## src/rtl/key_turn_conditioner.sv

```systemverilog
// Two-key debounce into a small turn FIFO: output rises at edge DEBOUNCE_CYCLES+3, held until game_tik pops it.
// Queue depth is 2 with TURN_QUEUE_EN defined, 1 otherwise; overflowing presses are dropped and flagged on turn_dropped.
module key_turn_conditioner #(
   parameter int DEBOUNCE_CYCLES = 250000,
   parameter int CNT_BIT         = 18
) (
   input  logic       clock_25,
   input  logic       reset,
   input  logic       key_left_n,
   input  logic       key_right_n,
   input  logic       game_tik,
   input  logic       start,
   input  logic       sync_reset,
   output logic       left_P,
   output logic       right_P,
   output logic       turn_dropped,
   output logic [1:0] queue_count
);

`ifdef TURN_QUEUE_EN
   localparam logic [1:0] DEPTH = 2'd2;
`else
   localparam logic [1:0] DEPTH = 2'd1;
`endif

   localparam logic [CNT_BIT-1:0] CNT_LAST = CNT_BIT'(DEBOUNCE_CYCLES - 1);

   logic [1:0] raw_press;
   logic [1:0] press;

   assign raw_press = ~{key_right_n, key_left_n};

   // index 0 = left key, index 1 = right key
   for (genvar g = 0; g < 2; g++) begin : g_key
      logic               sync1;
      logic               sync2;
      logic               stable;
      logic               evt;
      logic [CNT_BIT-1:0] cnt;

      always_ff @(posedge clock_25 or negedge reset) begin
         if (!reset) begin
            sync1  <= 1'b0;
            sync2  <= 1'b0;
            stable <= 1'b0;
            evt    <= 1'b0;
            cnt    <= '0;
         end else begin
            sync1 <= raw_press[g];
            sync2 <= sync1;
            evt   <= 1'b0;
            if (sync2 == stable) begin
               cnt <= '0;
            end else if (cnt == CNT_LAST) begin
               // event is registered alongside the level change so it costs no extra cycle
               stable <= sync2;
               evt    <= sync2;
               cnt    <= '0;
            end else begin
               cnt <= cnt + 1'b1;
            end
         end
      end

      assign press[g] = evt;
   end

   logic [1:0] count;
   logic       entry0;
   logic       entry1;
   logic       push;
   logic       push_dat;
   logic       pop;
   logic       full;

   // simultaneous presses cancel each other
   assign push     = press[0] ^ press[1];
   assign push_dat = press[1];
   assign pop      = game_tik && (count != 2'd0);
   assign full     = (count == DEPTH);

   always_ff @(posedge clock_25 or negedge reset) begin
      if (!reset) begin
         count        <= 2'd0;
         entry0       <= 1'b0;
         entry1       <= 1'b0;
         turn_dropped <= 1'b0;
      end else begin
         turn_dropped <= 1'b0;
         if (sync_reset || !start) begin
            count <= 2'd0;
         end else if (pop && push) begin
            if (count == 2'd2) begin
               entry0 <= entry1;
               entry1 <= push_dat;
            end else begin
               entry0 <= push_dat;
            end
         end else if (pop) begin
            entry0 <= entry1;
            count  <= count - 2'd1;
         end else if (push) begin
            if (full) begin
               turn_dropped <= 1'b1;
            end else begin
               if (count == 2'd0) entry0 <= push_dat;
               else               entry1 <= push_dat;
               count <= count + 2'd1;
            end
         end
      end
   end

   assign left_P      = (count != 2'd0) && !entry0;
   assign right_P     = (count != 2'd0) &&  entry0;
   assign queue_count = count;

endmodule

```

## config.mk

```make
export PLATFORM = sky130hd
export DESIGN_NAME = key_turn_conditioner
export DESIGN_NICKNAME = d
export VERILOG_FILES = /design/src/rtl/key_turn_conditioner.sv
export SDC_FILE = /design/constraint.sdc
export NUM_CORES = 1
export LEC_CHECK = 0
export CORE_UTILIZATION = 35
export CTS_BUF_LIST = sky130_fd_sc_hd__clkbuf_4 sky130_fd_sc_hd__clkbuf_8
export DETAILED_ROUTE_END_ITERATION = 6
export PLACE_DENSITY = 0.51
export SLEW_MARGIN = 10
export SYNTH_ARGS = -nofsm -noshare
export SYNTH_HDL_FRONTEND = slang
export SYNTH_SLANG_ARGS = --single-unit
export TNS_END_PERCENT = 5
```

## constraint.sdc

```tcl
create_clock -name clock_25 -period 3.3 [get_ports clock_25]
set_input_delay 0.825 -clock clock_25 [delete_from_list [all_inputs] [get_ports clock_25]]
set_output_delay 0.825 -clock clock_25 [all_outputs]
set_load 0.1 [all_outputs]
```

run_1/port_nets.png
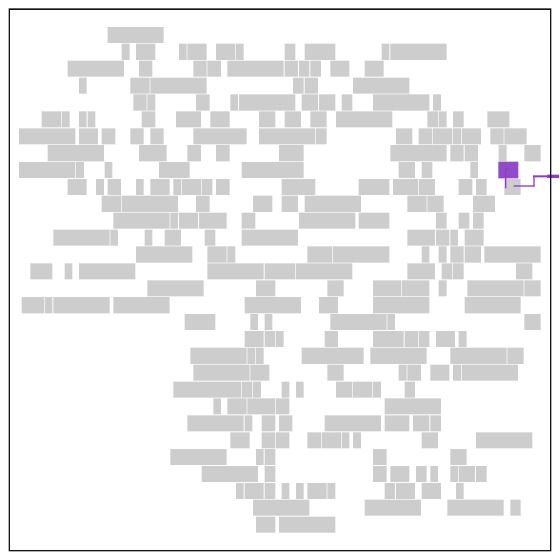
legend:
  purple:
    port: right_P
    bits: 1
    direction: output
    end_cells: 1
    wire: 10.4 um
I/O Buffers: 11
I/O pins: 12

run_1/metal_stack.png
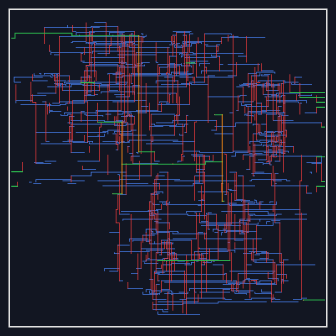
legend:
  green:
    layer: met3
    wire_length: 144 um
  red:
    layer: met2
    wire_length: 1970 um
  blue:
    layer: met1
    wire_length: 2560 um
  orange:
    layer: met4
    wire_length: 75.5 um

run_1/gate_families.png
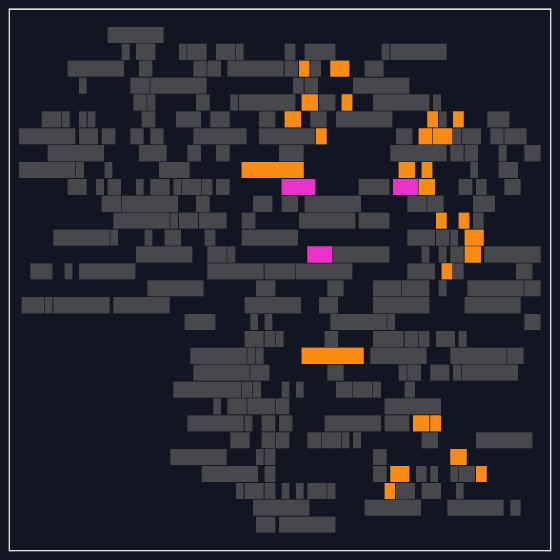
legend:
  orange:
    family: inverting AOI/OAI gates
    cells: 26
  magenta:
    family: multiplexers
    cells: 3

run_1/final_clocks.png
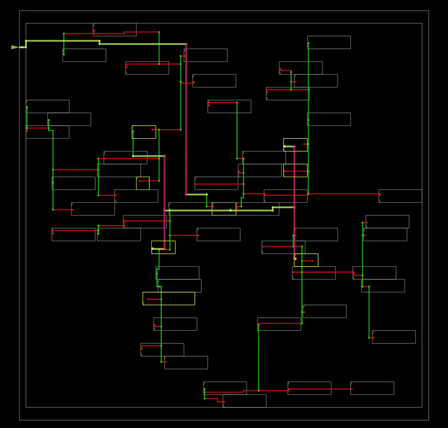
P_clk: 455 uW
Layout clock buffers: 7
Fin Clk Skew: 15.2 ps
flop count: 49

==> results.json, run 1 <==
{
  "num_tap_cells": 96,
  "flop_area_um2": 1230,
  "hold_ws_ps": 351,
  "fin_crit_sh": 0.711,
  "p_seq_uw": 616,
  "grt.met1_usage": 0.215,
  "routedWlPerCell_um": 13.4,
  "drt_wl_total_um": 4750,
  "grt_overflow_total": 0,
  "final-clk-cell-share": 0.0423,
  "cts_htree_levels": 2,
  "clock-root-buffer": "clkbuf_8",
  "clkSinkCount": 49,
  "final_hold_viol_count": 0,
  "cts.clk_slew.worst_paths_ps": 90,
  "ir_worst_vdd_mv": 0.161,
  "synth.cellmix.simpleShare": 0.261,
  "initial_core_util": 0.368,
  "cpMaxStageDelayCell": "dfrtp_1",
  "outcome": "complete, no violations",
  "vias": 1765,
  "utilization": 0.414,
  "seq_share": 0.431,
  "final_area_um2": 2840,
  "syn_inst": 243,
  "cp_cell_sequence": "inv_1, ha_1, nor2_1, buf_4"
}
run_1/clock_map.png
The bar under the picture is 20 um long.
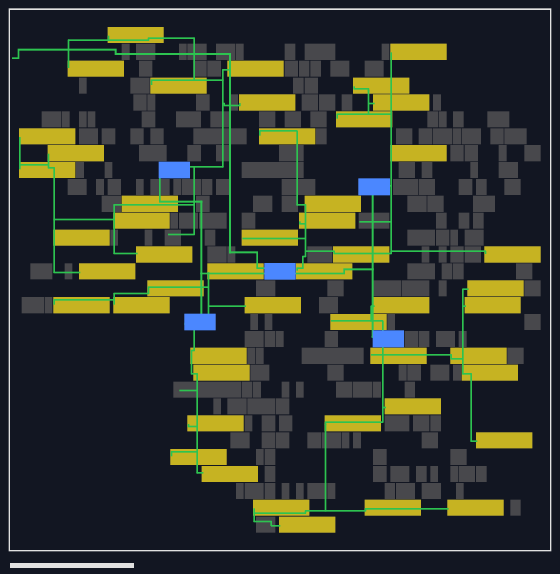

==> run 2, diff against run 1 <==
Clock period 3.3 ns to 2.2 ns, I/O delays scaled along.
run_2/clock_map.png
The bar under the picture is 20 um long.
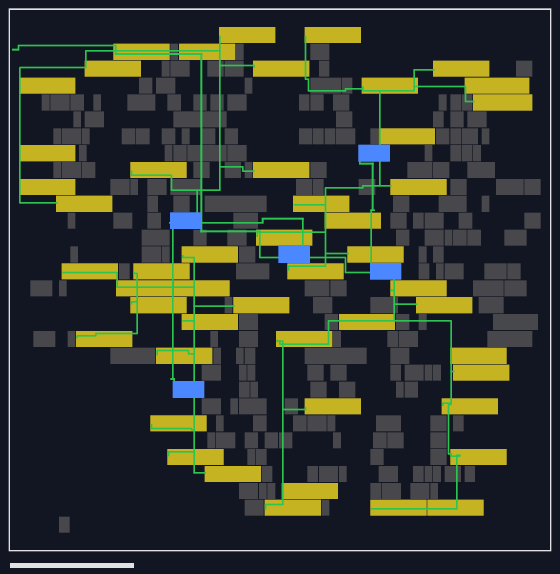
legend:
  green:
    item: clock wires
    length: 642 um
  blue:
    item: cells driving clock nets
    count: 5
  yellow:
    item: flip-flops
    count: 49
flops lie: widely spread

==> run 2 against run 1 <==
- power grew 38%
- critical endpoint is now right_P
- register-to-register slack lost 930 ps
- synthesized cell count is the same
- die size is the same
- critical path type unchanged
- sequential share of layout area shrank 0.87 points
==> results.json, run 2 <==
{
  "outcome": "complete, no violations",
  "cts_htree_levels": 2,
  "cp_cell_sequence": "inv_1, ha_1, nor2b_4, buf_12",
  "route.detailed.drc": 0,
  "numPortBuffers": 11,
  "powerClk_uw": 543,
  "cts.clk_slew.worst_paths_ps": 80,
  "initial_core_util": 0.368,
  "clockBufferCount": 7,
  "num_io_pins": 12,
  "vias": 1816,
  "clkSinkCount": 49,
  "grt.met1_usage": 0.201,
  "p_seq_uw": 924,
  "largest_register_ffs": 36,
  "clock-skew-final_ps": 3.10,
  "ir_worst_vdd_mv": 0.192,
  "drt_wl_total_um": 4760,
  "syn_inst": 243,
  "flop_area_um2": 1230,
  "final_hold_viol_count": 0,
  "final_area_um2": 2910,
  "synthAdderAreaFrac": 0.0248,
  "synth.cellmix.simpleShare": 0.261,
  "grt_overflow_total": 0,
  "final-clk-cell-share": 0.0309,
  "fin_crit_sh": 0.942,
  "rsz0062_at_grt": "no",
  "hold_ws_ps": 156,
  "routedWlPerCell_um": 13.2,
  "cpMaxStageDelayCell": "dfrtp_4"
}
run_2/final_clocks.png
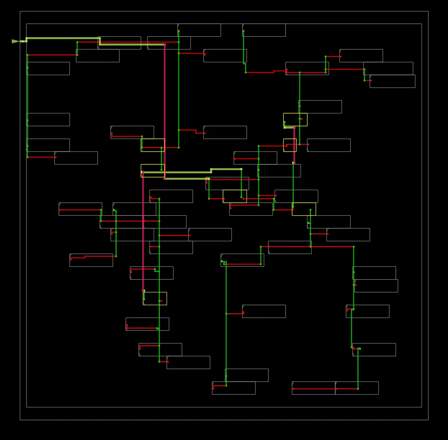

==> run 3, diff against run 2 <==
Settings changed: DONT_BUFFER_PORTS set to 1, PLACE_DENSITY 0.51 to 0.49.
run_3/final_clocks.png
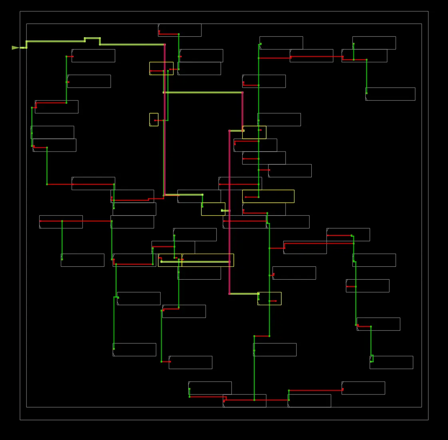
Layout clock buffers: 5
P_clk: 753 uW

==> run 3 against run 2 <==
- global-route usage up 0.23 points
- non-clock buffer count decreased by 5
- utilization is 0.055 points higher
- critical path depth unchanged
- sequential power about the same
- die size is the same
- count of clock-buffer cells in the layout shrank 2
- via count decreased by 0.94%
- clock skew up 9.6 ps
- register-to-register slack improved by 20 ps
- worst hold slack got worse by 76 ps
==> results.json, run 3 <==
{
  "final_area_um2": 2920,
  "cts.clk_slew.worst_paths_ps": 100,
  "cpMaxStageDelayCell": "dfrtp_4",
  "routedWlPerCell_um": 13.5,
  "tool_warnings": 28,
  "reg2reg_slack_ps": 310,
  "ys_seq_frac": 0.485,
  "clock-skew-final_ps": 12.7,
  "drt_wl_total_um": 4800,
  "p_seq_uw": 925,
  "largest_register_ffs": 36,
  "flop_area_um2": 1230,
  "final_hold_viol_count": 0,
  "final_cell_mix": "dfrtp_1, nor2_1, xnor2_1, nand4_1",
  "grt.met1_usage": 0.216,
  "rsz0062_at_grt": "no",
  "seq_share": 0.422,
  "numPortBuffers": 0,
  "vias": 1799,
  "finalSetupViolCount": 0,
  "synth.cellmix.simpleShare": 0.261,
  "initial_core_util": 0.368,
  "fin_crit_sh": 0.939,
  "ir_worst_vdd_mv": 0.332,
  "outcome": "complete, no violations",
  "grt_pass1_wl_um": 8470,
  "cp_cell_sequence": "inv_1, ha_1, nor2b_4, buf_12",
  "synthAdderAreaFrac": 0.0248
}
Power and IR drop assume default switching activity.
